**src/rtl/ecr_file_pkg.sv**
```systemverilog
// Shared types for the ECR file: speculation state codes and the issue-side,
// status and predictor-training records exchanged with the issue controller.
package ecr_file_pkg;

    localparam int NUM_ECRS = 2;
    localparam int ECR_W    = (NUM_ECRS > 1) ? $clog2(NUM_ECRS) : 1;
    localparam int PC_W     = 32;

    typedef enum logic [1:0] {
        ECR_BUSY = 2'b00,
        ECR_FREE = 2'b01,
        ECR_MISS = 2'b10
    } ecr_state_e;

    typedef struct packed {
        logic             wen;
        logic [ECR_W-1:0] addr;
        logic             do_reset;
        logic [1:0]       reset_data;
        logic             do_bpinfo;
        logic [PC_W-1:0]  bpinfo_pc;
        logic             bpinfo_pred_taken;
        logic             do_altpc;
        logic [PC_W-1:0]  altpc_pc;
    } ecr_reset_for_issue_t;

    typedef struct packed {
        logic                alloc_avail;
        logic [ECR_W-1:0]    alloc_id;
        logic                rollback_valid;
        logic [ECR_W-1:0]    rollback_id;
        logic [PC_W-1:0]     rollback_target_pc;
        logic [NUM_ECRS-1:0] in_use;
    } ecr_status_for_issue_t;

    typedef struct packed {
        logic            valid;
        logic [PC_W-1:0] pc;
        logic            taken;
    } bp_update_t;

    // An entry holds a live branch while it is pending or awaiting rollback.
    function automatic logic is_live(ecr_state_e s);
        return (s == ECR_BUSY) || (s == ECR_MISS);
    endfunction

endpackage

```
**src/rtl/ecr_age_matrix.sv**
```systemverilog
// Relative-age tracker for ECR entries: older[a][f] means f was live when a was
// allocated. Answers "oldest entry in a mask" and "entries younger than x".
module ecr_age_matrix
    import ecr_file_pkg::*;
(
    input  logic                clk,
    input  logic                rst,
    input  logic                alloc_en,
    input  logic [ECR_W-1:0]    alloc_id,
    input  logic [NUM_ECRS-1:0] live,
    input  logic [NUM_ECRS-1:0] query_mask,
    input  logic [ECR_W-1:0]    query_id,
    output logic [ECR_W-1:0]    oldest_id,
    output logic [NUM_ECRS-1:0] younger
);

    logic [NUM_ECRS-1:0][NUM_ECRS-1:0] older;

    always_ff @(posedge clk) begin
        if (rst) begin
            older <= '0;
        end else if (alloc_en) begin
            // NOTE: sequential state uses non-blocking assignments only, so every
            // bit below is computed from the pre-edge matrix regardless of loop order.
            for (int r = 0; r < NUM_ECRS; r++) begin
                for (int c = 0; c < NUM_ECRS; c++) begin
                    if (r == int'(alloc_id))
                        older[r][c] <= live[c] && (c != r);
                    else if (c == int'(alloc_id))
                        older[r][c] <= 1'b0;
                end
            end
        end
    end

    always_comb begin
        // NOTE: defaults first so no path through the loop leaves an output
        // unassigned (which would infer a latch); blocking '=' inside always_comb.
        oldest_id = '0;
        for (int e = NUM_ECRS - 1; e >= 0; e--) begin
            if (query_mask[e] && ((older[e] & query_mask) == '0))
                oldest_id = ECR_W'(e);
        end
    end

    always_comb begin
        younger = '0;
        for (int y = 0; y < NUM_ECRS; y++)
            younger[y] = older[y][query_id];
    end

endmodule

```
**src/rtl/ecr_file.sv**
```systemverilog
// ECR file: responder side of the issue <-> ECR protocol. Tracks per-branch
// speculation state, raises rollbacks and serializes predictor training updates.
module ecr_file
    import ecr_file_pkg::*;
#(
    parameter int NUM_SICS = 4
) (
    input  logic                           clk,
    input  logic                           rst,
    input  ecr_reset_for_issue_t           ecr_update,
    input  logic [NUM_SICS-1:0]            sic_resolve_valid,
    input  logic [NUM_SICS-1:0][1:0]       sic_resolve_ecr_id,
    input  logic [NUM_SICS-1:0]            sic_resolve_taken,
    input  logic [NUM_SICS-1:0]            sic_dep_valid,
    input  logic [NUM_SICS-1:0][1:0]       sic_dep_ecr_id,
    output ecr_status_for_issue_t          ecr_status,
    output logic [NUM_ECRS-1:0][1:0]       ecr_monitor,
    output bp_update_t                     bp_update
);

    ecr_state_e          state        [NUM_ECRS];
    logic [PC_W-1:0]     bpinfo_pc    [NUM_ECRS];
    logic [PC_W-1:0]     altpc        [NUM_ECRS];
    logic                pred_taken   [NUM_ECRS];
    logic                actual_taken [NUM_ECRS];
    logic [NUM_ECRS-1:0] bp_pending;

    logic [NUM_ECRS-1:0] in_use, live, miss, wr_hit, res_ok, res_taken, younger;
    logic [ECR_W-1:0]    alloc_id, rollback_id, bp_sel;
    logic                alloc_avail, bp_any, wr_alloc, wr_ack, squash;

    assign wr_alloc = ecr_update.wen && ecr_update.do_reset
                   && (ecr_state_e'(ecr_update.reset_data) == ECR_BUSY);
    assign wr_ack   = ecr_update.wen && ecr_update.do_reset
                   && (ecr_state_e'(ecr_update.reset_data) == ECR_FREE);

    always_comb begin
        in_use = '0;
        live   = '0;
        miss   = '0;
        wr_hit = '0;
        for (int e = 0; e < NUM_ECRS; e++) begin
            for (int s = 0; s < NUM_SICS; s++) begin
                if (sic_dep_valid[s] && (sic_dep_ecr_id[s] == 2'(e)))
                    in_use[e] = 1'b1;
            end
            live[e]   = is_live(state[e]);
            miss[e]   = (state[e] == ECR_MISS);
            wr_hit[e] = ecr_update.wen && (ecr_update.addr == ECR_W'(e));
        end
    end

    // Lowest-index selections: scan downwards so the last hit is the lowest.
    always_comb begin
        alloc_avail = 1'b0;
        alloc_id    = '0;
        bp_any      = 1'b0;
        bp_sel      = '0;
        for (int e = NUM_ECRS - 1; e >= 0; e--) begin
            if ((state[e] == ECR_FREE) && !in_use[e] && !bp_pending[e]) begin
                alloc_avail = 1'b1;
                alloc_id    = ECR_W'(e);
            end
            if (bp_pending[e]) begin
                bp_any = 1'b1;
                bp_sel = ECR_W'(e);
            end
        end
    end

    // Per-entry resolve: lowest SIC port wins; only pending entries not being
    // written by issue this cycle accept it.
    always_comb begin
        res_ok    = '0;
        res_taken = '0;
        for (int e = 0; e < NUM_ECRS; e++) begin
            for (int s = NUM_SICS - 1; s >= 0; s--) begin
                if (sic_resolve_valid[s] && (sic_resolve_ecr_id[s] == 2'(e))) begin
                    res_ok[e]    = 1'b1;
                    res_taken[e] = sic_resolve_taken[s];
                end
            end
            res_ok[e] = res_ok[e] && (state[e] == ECR_BUSY) && !wr_hit[e];
        end
    end

    ecr_age_matrix u_age (
        .clk        (clk),
        .rst        (rst),
        .alloc_en   (wr_alloc),
        .alloc_id   (ecr_update.addr),
        .live       (live),
        .query_mask (miss),
        .query_id   (rollback_id),
        .oldest_id  (rollback_id),
        .younger    (younger)
    );

    assign squash = wr_ack && (|miss) && (ecr_update.addr == rollback_id);

    always_comb begin
        ecr_status.alloc_avail        = alloc_avail;
        ecr_status.alloc_id           = alloc_id;
        ecr_status.rollback_valid     = |miss;
        ecr_status.rollback_id        = rollback_id;
        ecr_status.rollback_target_pc = altpc[rollback_id];
        ecr_status.in_use             = in_use;
        for (int e = 0; e < NUM_ECRS; e++)
            ecr_monitor[e] = state[e];
    end

    always_ff @(posedge clk) begin
        if (rst) begin
            // NOTE: the per-entry PC storage is reset along with the state, since
            // issue may read altpc/bpinfo of an entry it never wrote.
            for (int e = 0; e < NUM_ECRS; e++) begin
                state[e]        <= ECR_FREE;
                bpinfo_pc[e]    <= '0;
                altpc[e]        <= '0;
                pred_taken[e]   <= 1'b0;
                actual_taken[e] <= 1'b0;
            end
            bp_pending <= '0;
            bp_update  <= '0;
        end else begin
            bp_update.valid <= bp_any;
            bp_update.pc    <= bp_any ? bpinfo_pc[bp_sel] : '0;
            bp_update.taken <= bp_any && actual_taken[bp_sel];

            for (int e = 0; e < NUM_ECRS; e++) begin
                if (res_ok[e]) begin
                    state[e]        <= (res_taken[e] == pred_taken[e]) ? ECR_FREE : ECR_MISS;
                    bp_pending[e]   <= 1'b1;
                    actual_taken[e] <= res_taken[e];
                end else if (bp_any && (bp_sel == ECR_W'(e))) begin
                    bp_pending[e] <= 1'b0;
                end

                // Wrong-path entries behind an acked rollback are freed untrained.
                if (squash && younger[e]) begin
                    state[e]      <= ECR_FREE;
                    bp_pending[e] <= 1'b0;
                end

                if (wr_hit[e]) begin
                    if (wr_alloc)
                        state[e] <= ECR_BUSY;
                    else if (wr_ack)
                        state[e] <= ECR_FREE;
                    if (ecr_update.do_bpinfo) begin
                        bpinfo_pc[e]  <= ecr_update.bpinfo_pc;
                        pred_taken[e] <= ecr_update.bpinfo_pred_taken;
                    end
                    if (ecr_update.do_altpc)
                        altpc[e] <= ecr_update.altpc_pc;
                end
            end
        end
    end

endmodule
```
**config.mk**
```make
export PLATFORM = sky130hd
export DESIGN_NAME = ecr_file
export DESIGN_NICKNAME = d
export VERILOG_FILES = /design/src/rtl/ecr_file_pkg.sv /design/src/rtl/ecr_age_matrix.sv /design/src/rtl/ecr_file.sv
export SDC_FILE = /design/constraint.sdc
export NUM_CORES = 1
export LEC_CHECK = 0
export CAP_MARGIN = 0
export CORE_AREA = 5 5 124 126
export DETAILED_ROUTE_END_ITERATION = 6
export DIE_AREA = 0 0 129 131
export GPL_ROUTABILITY_DRIVEN = 0
export PLACE_DENSITY = 0.82
export REMOVE_ABC_BUFFERS = 1
export SLEW_MARGIN = 20
export SYNTH_ARGS = -nofsm -noshare
export SYNTH_HDL_FRONTEND = slang
export SYNTH_SLANG_ARGS = --single-unit
```
**constraint.sdc**
```tcl
create_clock -name clk -period 2.6 [get_ports clk]
set_clock_uncertainty 0.15 [all_clocks]
set_input_delay 0.52 -clock clk [delete_from_list [all_inputs] [get_ports clk]]
set_output_delay 0.52 -clock clk [all_outputs]
set_load 0.005 [all_outputs]
```
**Run 1: routed metal, one color a layer**

Bar = 50 um.
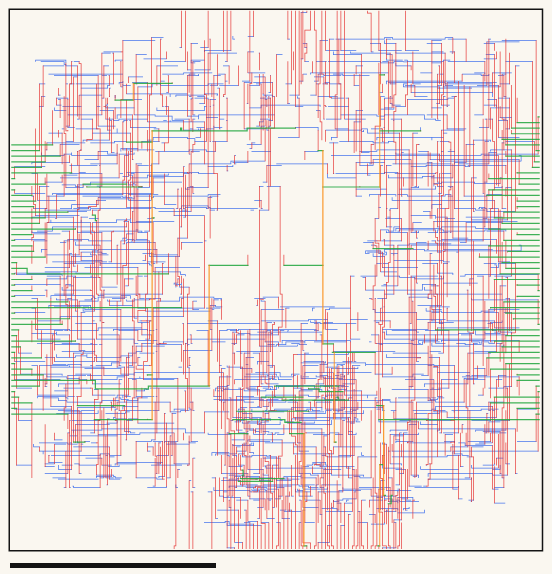
| layer | color | wire length |
|---|---|---|
| M2 | red | 8620 um |
| M1 | blue | 6440 um |
| M4 | orange | 268 um |
| M3 | green | 1160 um |

**Run 1: routed clock nets over the placement**

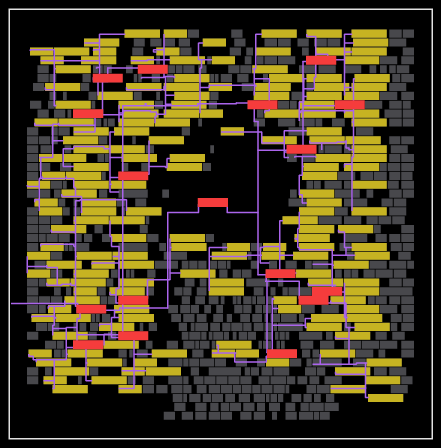
[clock wires] purple | length: 1780 um
[flip-flops] yellow | count: 174
[clock-net drivers] red | count: 17
routed clock nets: 18

==> results.sh <==
# yosys + openroad results
export IMPL_synth_flop_count=174
export IMPL_arrival_ns=1.96
export IMPL_status="finished, violations left"
export IMPL_slowest_delay_ns=0.39
export IMPL_vdd_ir_drop_max_mv=0.4765
export IMPL_power_density_nw_per_um2=652.1
export IMPL_cts_resized_gates=225
export IMPL_rrSetupSlack_ns=0.49
export IMPL_fa_ha_area_share_pct=0
export IMPL_p_leak_nw=3.746
export IMPL_drt_first_pass_iters=4
export IMPL_sh_comb_area_pct=20.20
export IMPL_clock_area_share_pct=6.011
export IMPL_cts_tree="built"
export IMPL_bufAreaShareNonClock_pct=22.58
export IMPL_cp_start_kind="register"
export IMPL_num_io_pins=178
export IMPL_synthFlopType="edfxtp_1"
export IMPL_layout_setup_ws_ns=-0.02926
export IMPL_areaGrowthSynthToFinish_pct=45.94
export IMPL_hold_buffers=0
export IMPL_cts_root_buf="clkbuf_16"
export IMPL_wl_um=16490
export IMPL_violations="negative setup slack"
export IMPL_switchingPower_mw=1.351
export IMPL_period_used_pct=101.1
export IMPL_ys_seq_share_pct=71.07
export IMPL_drive_gt1_share_pct=23.98
export IMPL_swShare_pct=20.87
export IMPL_route_met3_wl_um=1159
export IMPL_top_area_share_pct=59.59
export IMPL_cp_end_kind="primary output"
export IMPL_mux_area_share_pct=5.297
export IMPL_rsz0062_at_grt="yes"
export IMPL_inverters=5
export IMPL_warning_count=27
export IMPL_lay_top_cells="edfxtp_1, clkdlybuf4s50_1, and2_1"
export IMPL_comb_cell_power_mw=0.758
export IMPL_setup_violations=10
export IMPL_netlist_instances=466
export IMPL_clk_path_buf_depth=2
export IMPL_die_area_um2=16900
export IMPL_setup_tns_ns=-0.1680
export IMPL_ys_top_logic_family="simple AND/OR/NAND/NOR gates"
export IMPL_placed_area_um2=8931
export IMPL_clock_latency_ns=0.42
export IMPL_power_frac_clock_pct=38.1
export IMPL_ys_cells=466
export IMPL_slowest_stage="edfxtp_1"
**Run 1: routing congestion**

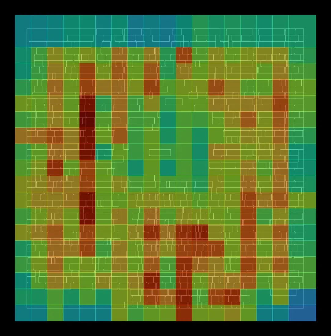
GR Util met3: 5.976%
total track usage: 20.14%
WL/cell: 18.91 um
met2 Resource Use GR: 35.64%
met1 Use GR: 23.77%

==> run 1: registers in the layout, summed over array words and instances, names as in the netlist <==
name,flops
actual_taken,2
state,4
pred_taken,2
altpc,64
u_age.older,2
bp_update,34
bp_pending,2
bpinfo_pc,64
==> run 1: per-layer routing <==
metal / global-route usage, % / vias up
met4: 6.177 / 0
met3: 5.976 / 24
met1: 23.77 / 2198
met2: 35.64 / 166
li1: - / 2143
met5: 0 / -
==> run 1: final timing paths <==
kind	from	endpoint	depth (start not counted)
max	state[1][0]	ecr_status[8]	7
min	bpinfo_pc[1][18]	bp_update[19]	2
max reg2reg	state[0][1]	state[0][1]	5
min reg2reg	bpinfo_pc[1][18]	bp_update[19]	2
